**config.mk**
```make
export PLATFORM = sky130hd
export DESIGN_NAME = fifo_umbral
export DESIGN_NICKNAME = d
export VERILOG_FILES = /design/src/rtl/fifo_umbral_pkg.sv /design/src/rtl/fifo_umbral_mem.sv /design/src/rtl/fifo_umbral.sv
export SDC_FILE = /design/constraint.sdc
export NUM_CORES = 1
export LEC_CHECK = 0
export CAP_MARGIN = 20
export CELL_PAD_IN_SITES_DETAIL_PLACEMENT = 1
export CELL_PAD_IN_SITES_GLOBAL_PLACEMENT = 1
export CORE_ASPECT_RATIO = 0.8
export CORE_MARGIN = 1.5
export CORE_UTILIZATION = 47
export DETAILED_ROUTE_END_ITERATION = 6
export GPL_TIMING_DRIVEN = 0
export PLACE_DENSITY_LB_ADDON = 0.08
export SYNTH_ARGS = -nofsm -noshare
export SYNTH_HDL_FRONTEND = slang
export SYNTH_SLANG_ARGS = --single-unit
```
**constraint.sdc**
```tcl
create_clock -name clk -period 3.05 [get_ports clk]
set_input_delay 0.305 -clock clk [delete_from_list [all_inputs] [get_ports clk]]
set_output_delay 0.305 -clock clk [all_outputs]
set_load 0.005 [all_outputs]
```
**src/rtl/fifo_umbral_pkg.sv**
```systemverilog
// Shared transaction-layer definitions for the threshold FIFO.
//  - Field positions inside the 8-bit umbral byte: [3:0] low threshold, [7:4] high threshold.
//  - Default geometry: 6-bit words, 8-word depth.
package fifo_umbral_pkg;

  localparam int UMBRAL_LO_MSB      = 3;
  localparam int UMBRAL_HI_LSB      = 4;
  localparam int DEFAULT_DATA_WIDTH = 6;
  localparam int DEFAULT_ADDR_WIDTH = 3;

endpackage

```
**src/rtl/fifo_umbral_mem.sv**
```systemverilog
// Two-port register array backing the FIFO.
//  clk    : write clock
//  we     : write enable
//  waddr  : write address
//  wdata  : write data
//  raddr  : read address
//  rdata  : read data, combinational from the array
// The array has no reset; the owner tracks which entries are valid.
module fifo_umbral_mem #(
  parameter int DATA_WIDTH = 6,
  parameter int ADDR_WIDTH = 3
) (
  input  logic                  clk,
  input  logic                  we,
  input  logic [ADDR_WIDTH-1:0] waddr,
  input  logic [DATA_WIDTH-1:0] wdata,
  input  logic [ADDR_WIDTH-1:0] raddr,
  output logic [DATA_WIDTH-1:0] rdata
);

  logic [DATA_WIDTH-1:0] mem_q [2**ADDR_WIDTH];

  always_ff @(posedge clk) begin
    if (we) begin
      mem_q[waddr] <= wdata;
    end
  end

  // Asynchronous read: the top samples this into its output register on pop,
  // so a same-cycle write to the same entry (full with push+pop) still sees the old word.
  assign rdata = mem_q[raddr];

endmodule

```
**src/rtl/fifo_umbral.sv**
```systemverilog
// Synchronous FIFO with programmable almost-empty / almost-full thresholds.
//  clk          : single clock, all state on posedge
//  reset        : asynchronous, active-low
//  umbral       : [3:0] low threshold, [7:4] high threshold, compared against count
//  push/data_in : write request and data
//  pop          : read request
//  data_out     : registered read data, one cycle after an accepted pop
//  valid_out    : data_out holds a word popped the previous cycle
//  fifo_empty   : count == 0
//  fifo_full    : count == depth
//  almost_empty : count <= low threshold
//  almost_full  : count >= high threshold
//  fifo_error   : sticky overflow/underflow indicator, cleared only by reset
// Handshake: push and pop are single-cycle requests with no back-pressure signal;
// a request that cannot be accepted is dropped and flagged on fifo_error.
module fifo_umbral
  import fifo_umbral_pkg::*;
#(
  parameter int DATA_WIDTH = DEFAULT_DATA_WIDTH,
  parameter int ADDR_WIDTH = DEFAULT_ADDR_WIDTH
) (
  input  logic                  clk,
  input  logic                  reset,
  input  logic [7:0]            umbral,
  input  logic                  push,
  input  logic [DATA_WIDTH-1:0] data_in,
  input  logic                  pop,
  output logic [DATA_WIDTH-1:0] data_out,
  output logic                  valid_out,
  output logic                  fifo_empty,
  output logic                  fifo_full,
  output logic                  almost_empty,
  output logic                  almost_full,
  output logic                  fifo_error
);

  localparam logic [ADDR_WIDTH:0] DEPTH_C = (ADDR_WIDTH+1)'(2**ADDR_WIDTH);
  // Compare width covers both the count and the 4-bit threshold fields.
  localparam int CW = ((ADDR_WIDTH + 1) > 4) ? (ADDR_WIDTH + 1) : 4;

  logic [ADDR_WIDTH-1:0] wr_ptr_q, wr_ptr_d;
  logic [ADDR_WIDTH-1:0] rd_ptr_q, rd_ptr_d;
  logic [ADDR_WIDTH:0]   count_q,  count_d;
  logic [DATA_WIDTH-1:0] data_q,   data_d;
  logic                  valid_q,  valid_d;
  logic                  error_q,  error_d;

  logic                  push_ok, pop_ok;
  logic [DATA_WIDTH-1:0] rdata;
  logic [CW-1:0]         count_x, lo_x, hi_x;

  fifo_umbral_mem #(
    .DATA_WIDTH(DATA_WIDTH),
    .ADDR_WIDTH(ADDR_WIDTH)
  ) u_mem (
    .clk   (clk),
    .we    (push_ok),
    .waddr (wr_ptr_q),
    .wdata (data_in),
    .raddr (rd_ptr_q),
    .rdata (rdata)
  );

  assign fifo_empty = (count_q == '0);
  assign fifo_full  = (count_q == DEPTH_C);

  // A pop frees a slot in the same cycle, so a push at full is taken when paired with a pop.
  // An empty FIFO never bypasses data_in to the read side.
  assign pop_ok  = pop  && !fifo_empty;
  assign push_ok = push && (!fifo_full || pop);

  always_comb begin
    wr_ptr_d = wr_ptr_q;
    rd_ptr_d = rd_ptr_q;
    count_d  = count_q;
    data_d   = data_q;
    valid_d  = 1'b0;
    error_d  = error_q;

    if (push_ok) begin
      wr_ptr_d = wr_ptr_q + ADDR_WIDTH'(1);
    end
    if (pop_ok) begin
      rd_ptr_d = rd_ptr_q + ADDR_WIDTH'(1);
      data_d   = rdata;
      valid_d  = 1'b1;
    end

    if (push_ok && !pop_ok) begin
      count_d = count_q + (ADDR_WIDTH+1)'(1);
    end else if (pop_ok && !push_ok) begin
      count_d = count_q - (ADDR_WIDTH+1)'(1);
    end

    if ((push && fifo_full && !pop) || (pop && fifo_empty)) begin
      error_d = 1'b1;
    end
  end

  always_ff @(posedge clk or negedge reset) begin
    if (!reset) begin
      wr_ptr_q <= '0;
      rd_ptr_q <= '0;
      count_q  <= '0;
      data_q   <= '0;
      valid_q  <= 1'b0;
      error_q  <= 1'b0;
    end else begin
      wr_ptr_q <= wr_ptr_d;
      rd_ptr_q <= rd_ptr_d;
      count_q  <= count_d;
      data_q   <= data_d;
      valid_q  <= valid_d;
      error_q  <= error_d;
    end
  end

  // Thresholds are unsigned; values above the depth simply pin the flags.
  assign count_x = CW'(count_q);
  assign lo_x    = CW'(umbral[UMBRAL_LO_MSB:0]);
  assign hi_x    = CW'(umbral[7:UMBRAL_HI_LSB]);

  assign almost_empty = (count_x <= lo_x);
  assign almost_full  = (count_x >= hi_x);

  assign data_out   = data_q;
  assign valid_out  = valid_q;
  assign fifo_error = error_q;

endmodule

```
==> summary.txt, run 1 <==
fresh numbers from the pnr run: outcome=finished clean, clk_skew=9.54 ps, CTS tree=built, Final Cycle Share=92.7%, max-slew violations=0, Netlist cell types=35, Post-Syn Nets=237, Via Count=1831, clock power share=20.3%, Max H-tree Level=3, ys async rst share=27.3%, critical-path maximum fanout=10, core area=6010 um^2, Routed WL per cell=19.3 um, Crit Path Category=reg2reg, mapped cell area=2980 um^2, CP arrival=3030 ps, Layout Area Growth over Synthesis=20.0%, Initial Util=49.5%, drt drc=0, Synth Area per Inst=14.5 um^2, tool warning count=26, final hold slack=455 ps, Reg2Reg Depth=9, Post-Route WL=6410 um, endpoints failing setup=0, cts bufs inserted=9, Int Pwr=0.00223 W, total track usage=20.9%, most frequent cells in the layout=48 x edfxtp_1, 29 x clkdlybuf4s50_1, 19 x nand2_1, vias per cell=5.52, largest net degree at the start of global routing=19, clk slew on worst S/H paths=70 ps, VDD IR-drop max=0.000505 V, Combinational Power Share=39.0%, CTS max path bufs=2, routability cong.=0.832, RSZ-0062 raised after global routing=no, yosys stat area=2980 um^2, row count=25, DPL Wire Length=4790 um, Period minus WS final=2830 ps, Sink Count=66, DIE WIDTH=92.0 um, Seq share, synth=63.6%, Final WS setup=222 ps
## run 1: per-layer routing
metal / wire, um / vias to the layer above / global-route usage [%]
met5: 0 / - / 0
met4: 78 / 0 / 5.81
met3: 202 / 8 / 6.54
met2: 3190 / 29 / 33.3
met1: 2940 / 940 / 28.0
li1: - / 854 / -
## run 1: power groups by stage
stage | Combinational [W] | Clock (W) | Sequential, W
after floorplan | 0.000867 | 0 | 0.00133
after global placement | 0.00121 | 0 | 0.00136
after detailed placement | 0.00130 | 0 | 0.00139
after CTS | 0.00132 | 0.000696 | 0.00137
after global routing | 0.00145 | 0.000730 | 0.00141
final | 0.00131 | 0.000685 | 0.00137
## run 1: through the flow
step           TNS [ps]  utilization, %  cell area [um^2]  std cells  total power [W]
6_report              0            59.4              3570        332          0.00337
5_1_grt               0            59.4              3570        332          0.00358
4_1_cts               0            59.3              3560        332          0.00339
3_5_place_dp      -30.0            56.1              3370        316          0.00269
3_3_place_gp          0            56.1              3370        315          0.00257
2_1_floorplan         0               -              2980        205          0.00220
## run 1: what timing repair did
item / in CTS / in global routing
setup buffers: 1 / 0
endpoints found under the setup margin: 1 / 1
pin swaps: 1 / 0
gates cloned: 0 / 0
hold endpoints to repair: 0 / 0
gates resized: 1 / 2
## run 1: logic make-up (layout without fill, tap and decap cells)
kind of cell               after synthesis  after routing  share of synthesized area, %
xor gates and xnor gates                 6              6                          1.77
adders and majority gates               14             14                          6.14
AOI/OAI and AO/OA                       33             33                          8.24
and+or+nand+nor                         44             44                          7.11
buffers and inverters                   15             61                          3.49
muxes                                   27             27                          9.67
DFF                                     66             66                          63.6
## run 1: area by class of cell
type / instances / area (um^2)
buffer: 5 / 66.3
clock buffer: 9 / 124
clock inverter: 6 / 58.8
fill: 570 / 2440
inverter: 10 / 37.5
multi-input combinational: 124 / 986
sequential: 66 / 1890
tap: 81 / 101
timing repair buffer: 31 / 303
## run 1: sequential cells by signal (all words and copies together) (netlist names)
register and flops:
u_mem.mem_q 48, data_out 6, count_q 4, rd_ptr_q 3, wr_ptr_q 3, fifo_error 1
valid_out 1
## run 1: final timing paths
path | slack [ps] | from | endpoint
worst max-delay path | 220 | count_q[1] | count_q[3]
worst min-delay path | 460 | reset | count_q[2]
worst max register to register | 220 | count_q[1] | count_q[3]
worst min register to register | 490 | data_out[3] | data_out[3]
max in group asynchronous | 2020 | reset | count_q[1]
min in group clk | 490 | data_out[3] | data_out[3]
## run 1: critical path, stage by stage, from the launching register on
cell and delay [ps]:
dfrtp_2 480, or3_4 450, o21ai_4 170, buf_6 170, ha_1 250, inv_1 150
ha_1 300, a21o_1 220, a2111oi_2 370, o31ai_1 130
## run 1: Yosys cell counts, drive strengths merged, types with 2 or more instances
master / number / area share [%]
edfxtp: 48 / 48
nand2: 19 / 2.4
dfrtp: 18 / 15
mux2: 14 / 5.3
ha: 13 / 5.5
mux2i: 13 / 4.4
inv: 10 / 1.3
o21ai: 10 / 2.3
nor3: 8 / 1.3
a221o: 6 / 2.0
o22ai: 6 / 1.3
nor2: 5 / 0.63
xnor2: 5 / 1.5
a21o: 4 / 1.0
buf: 4 / 2.1
nand2b: 4 / 0.84
nor2b: 3 / 0.63
a21oi: 2 / 0.34
o21a: 2 / 0.50
### Supply network, run 1

The bar under the picture is 20 um long. Pins as bars on the die edge.
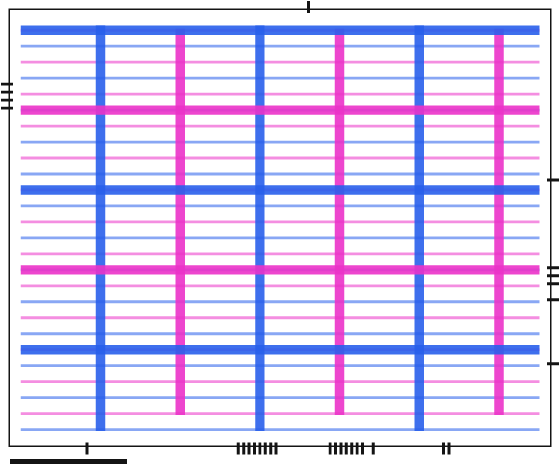
VDD: shown in magenta. VSS: shown in blue.
6 straps on met4. 5 straps on met5. The core has 25 rows. 26 met1 rails follow the rows.

### Cell classes on the final placement, run 1

The bar under the picture is 20 um long.
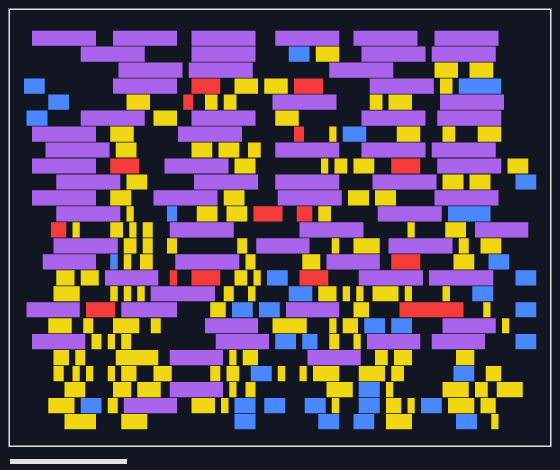
sequential cells: shown in purple, cells 66. combinational and other logic: shown in yellow, cells 134. remaining buffers and delay cells: shown in blue, cells 36. clock drivers and dummy loads: shown in red, cells 15.

### Clock wires, drivers and flops, run 1

The bar under the picture is 20 um long.
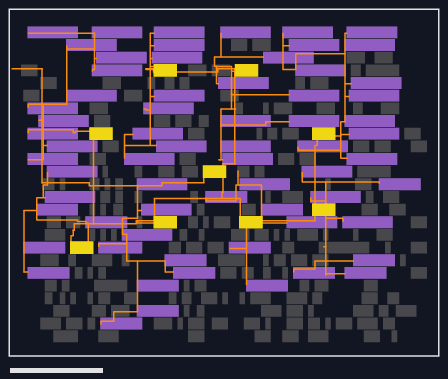
clock drivers: shown in yellow, count 9. clock wires: shown in orange, length 757 um. flip-flops: shown in purple, count 66.
There are 10 routed clock nets. Position of the flops: widely spread.

### Wiring by layer, run 1

Two of the layers only.
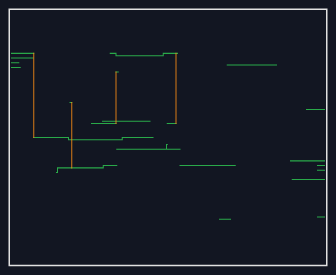

## Run 2: what changed since run 1
--- a/config.mk
+++ b/config.mk
@@ -9,7 +9,7 @@
 export CELL_PAD_IN_SITES_DETAIL_PLACEMENT = 1
 export CELL_PAD_IN_SITES_GLOBAL_PLACEMENT = 1
 export CORE_ASPECT_RATIO = 0.8
-export CORE_MARGIN = 1.5
+export CORE_MARGIN = 2
 export CORE_UTILIZATION = 47
 export DETAILED_ROUTE_END_ITERATION = 6
 export GPL_TIMING_DRIVEN = 0
### Wiring by layer, run 2

Two of the layers only.
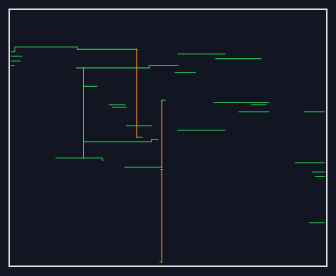
metal 4: shown in orange, wire length 99.3 um. metal 3: shown in green, wire length 247 um.

### Supply network, run 2

The bar under the picture is 20 um long. Pins as bars on the die edge.
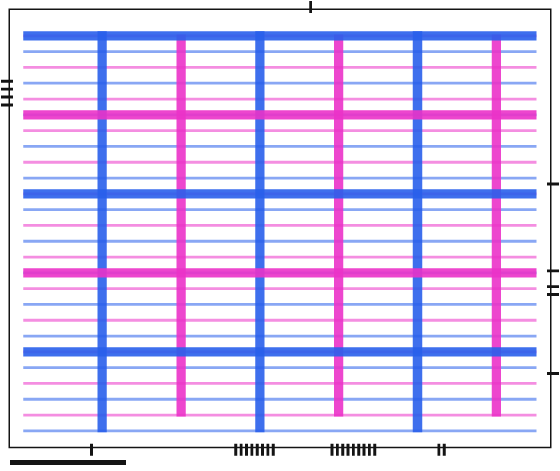
VDD: shown in magenta. VSS: shown in blue.
6 straps on met4. 26 met1 rails follow the rows.

==> run 2 against run 1 <==
- clock power grew 14%
- sequential share of layout area is 0.55 points lower
- design area rose by 0.98%
- routed wire length up 0.73%
- synthesized cell count did not move
- largest cell class unchanged
==> summary.txt, run 2 <==
fresh numbers from the pnr run: outcome=finished clean, tool warning count=26 (unchanged), mapped cell area=2980 um^2 (unchanged), Max H-tree Level=3 (unchanged), row count=25 (unchanged), ys async rst share=27.3% (unchanged), Post-Synth XOR/XNOR Area=1.77% (unchanged), vias per cell=5.46 (-0.98%), Final Cycle Share=93.4% (+0.68 points), postcts setup bufs=0 (-1), VDD IR-drop max=0.000545 V (+7.9%), max reg flops=48 (unchanged), Largest logic family=multiplexers, area fraction in mux cells=9.67% (unchanged), Combinational Power Share=37.9% (-1.1 points), CTS max path bufs=2 (unchanged), max-slew violations=0 (unchanged), Post-Syn Nets=237 (unchanged), total track usage=20.4% (-0.44 points), Post-Route WL=6460 um (+0.73%), most frequent cells in the layout=48 x edfxtp_1, 29 x clkdlybuf4s50_1, 19 x nand2_1, Synth Area per Inst=14.5 um^2 (unchanged), yosys stat area=2980 um^2 (unchanged), drt drc=0 (unchanged), DIE WIDTH=93.0 um (+1.1%), Area leader share=48.4% (unchanged), DPL Wire Length=4760 um (-0.48%)
[run 2: cell counts after synthesis]
No cell type changed its count.
[run 2: stage by stage]
stage | setup TNS, ps | setup WS, ps | area, um^2
6_report | 0 | 201 | 3600
3_5_place_dp | 0 | 62.2 | 3370
4_1_cts | 0 | 42.4 | 3590
2_1_floorplan | 0 | 459 | 2980
5_1_grt | -7.29 | -7.29 | 3600
3_3_place_gp | 0 | 203 | 3370
[run 2: path summary, 6_finish.rpt]
check / from / end / slack (ps) / cells after the start
max: count_q[1] / count_q[3] / 200 / 9
min: reset / count_q[2] / 440 / 1
max reg2reg: count_q[1] / count_q[3] / 200 / 9
min reg2reg: fifo_error / fifo_error / 480 / 1
max in group asynchronous: reset / rd_ptr_q[0] / 2090 / 1
min in group clk: fifo_error / fifo_error / 480 / 1
[run 2: logic make-up after synthesis]
logic type,Yosys count
xor gates and xnor gates,6
AOI/OAI and AO/OA,33
buffers and inverters,15
muxes,27
and+or+nand+nor,44
DFF,66
adders and majority gates,14
[run 2: power groups by stage]
stage | combinational, W | clock, W | sequential (W)
floorplan | 0.000867 | 0 | 0.00133
global placement | 0.00121 | 0 | 0.00136
detailed placement | 0.00130 | 0 | 0.00139
CTS | 0.00131 | 0.000793 | 0.00137
global route | 0.00144 | 0.000832 | 0.00140
finish | 0.00131 | 0.000779 | 0.00137
[run 2: worst max-delay path, cell delays in order, from the launching register on]
cell and delay [ps]:
dfrtp_1 490, or3_4 460, o21ai_4 190, buf_6 170, ha_1 240, inv_1 130
ha_1 290, a21o_1 210, a2111oi_0 410, o31ai_1 130
[run 2: per-layer routing]
layer,vias up,global-route usage (%),share of wire (%)
met4,0,7.19,1.5
met2,40,33.3,49
met1,910,26.3,46
li1,864,-,-
met5,-,0,0
met3,10,6.51,3.8
[run 2: layout make-up]
cell class | count | area, um^2 | area share (%)
Clock inverter | 7 | 93.8 | 2.60
Multi-Input combinational cell | 124 | 980 | 27.2
Inverter | 10 | 37.5 | 1.04
Tap cell | 81 | 101 | 2.81
Clock buffer | 9 | 124 | 3.44
Timing Repair Buffer | 32 | 310 | 8.61
Buffer | 5 | 66.3 | 1.84
Sequential cell | 66 | 1890 | 52.5
Power and IR drop assume default switching activity.
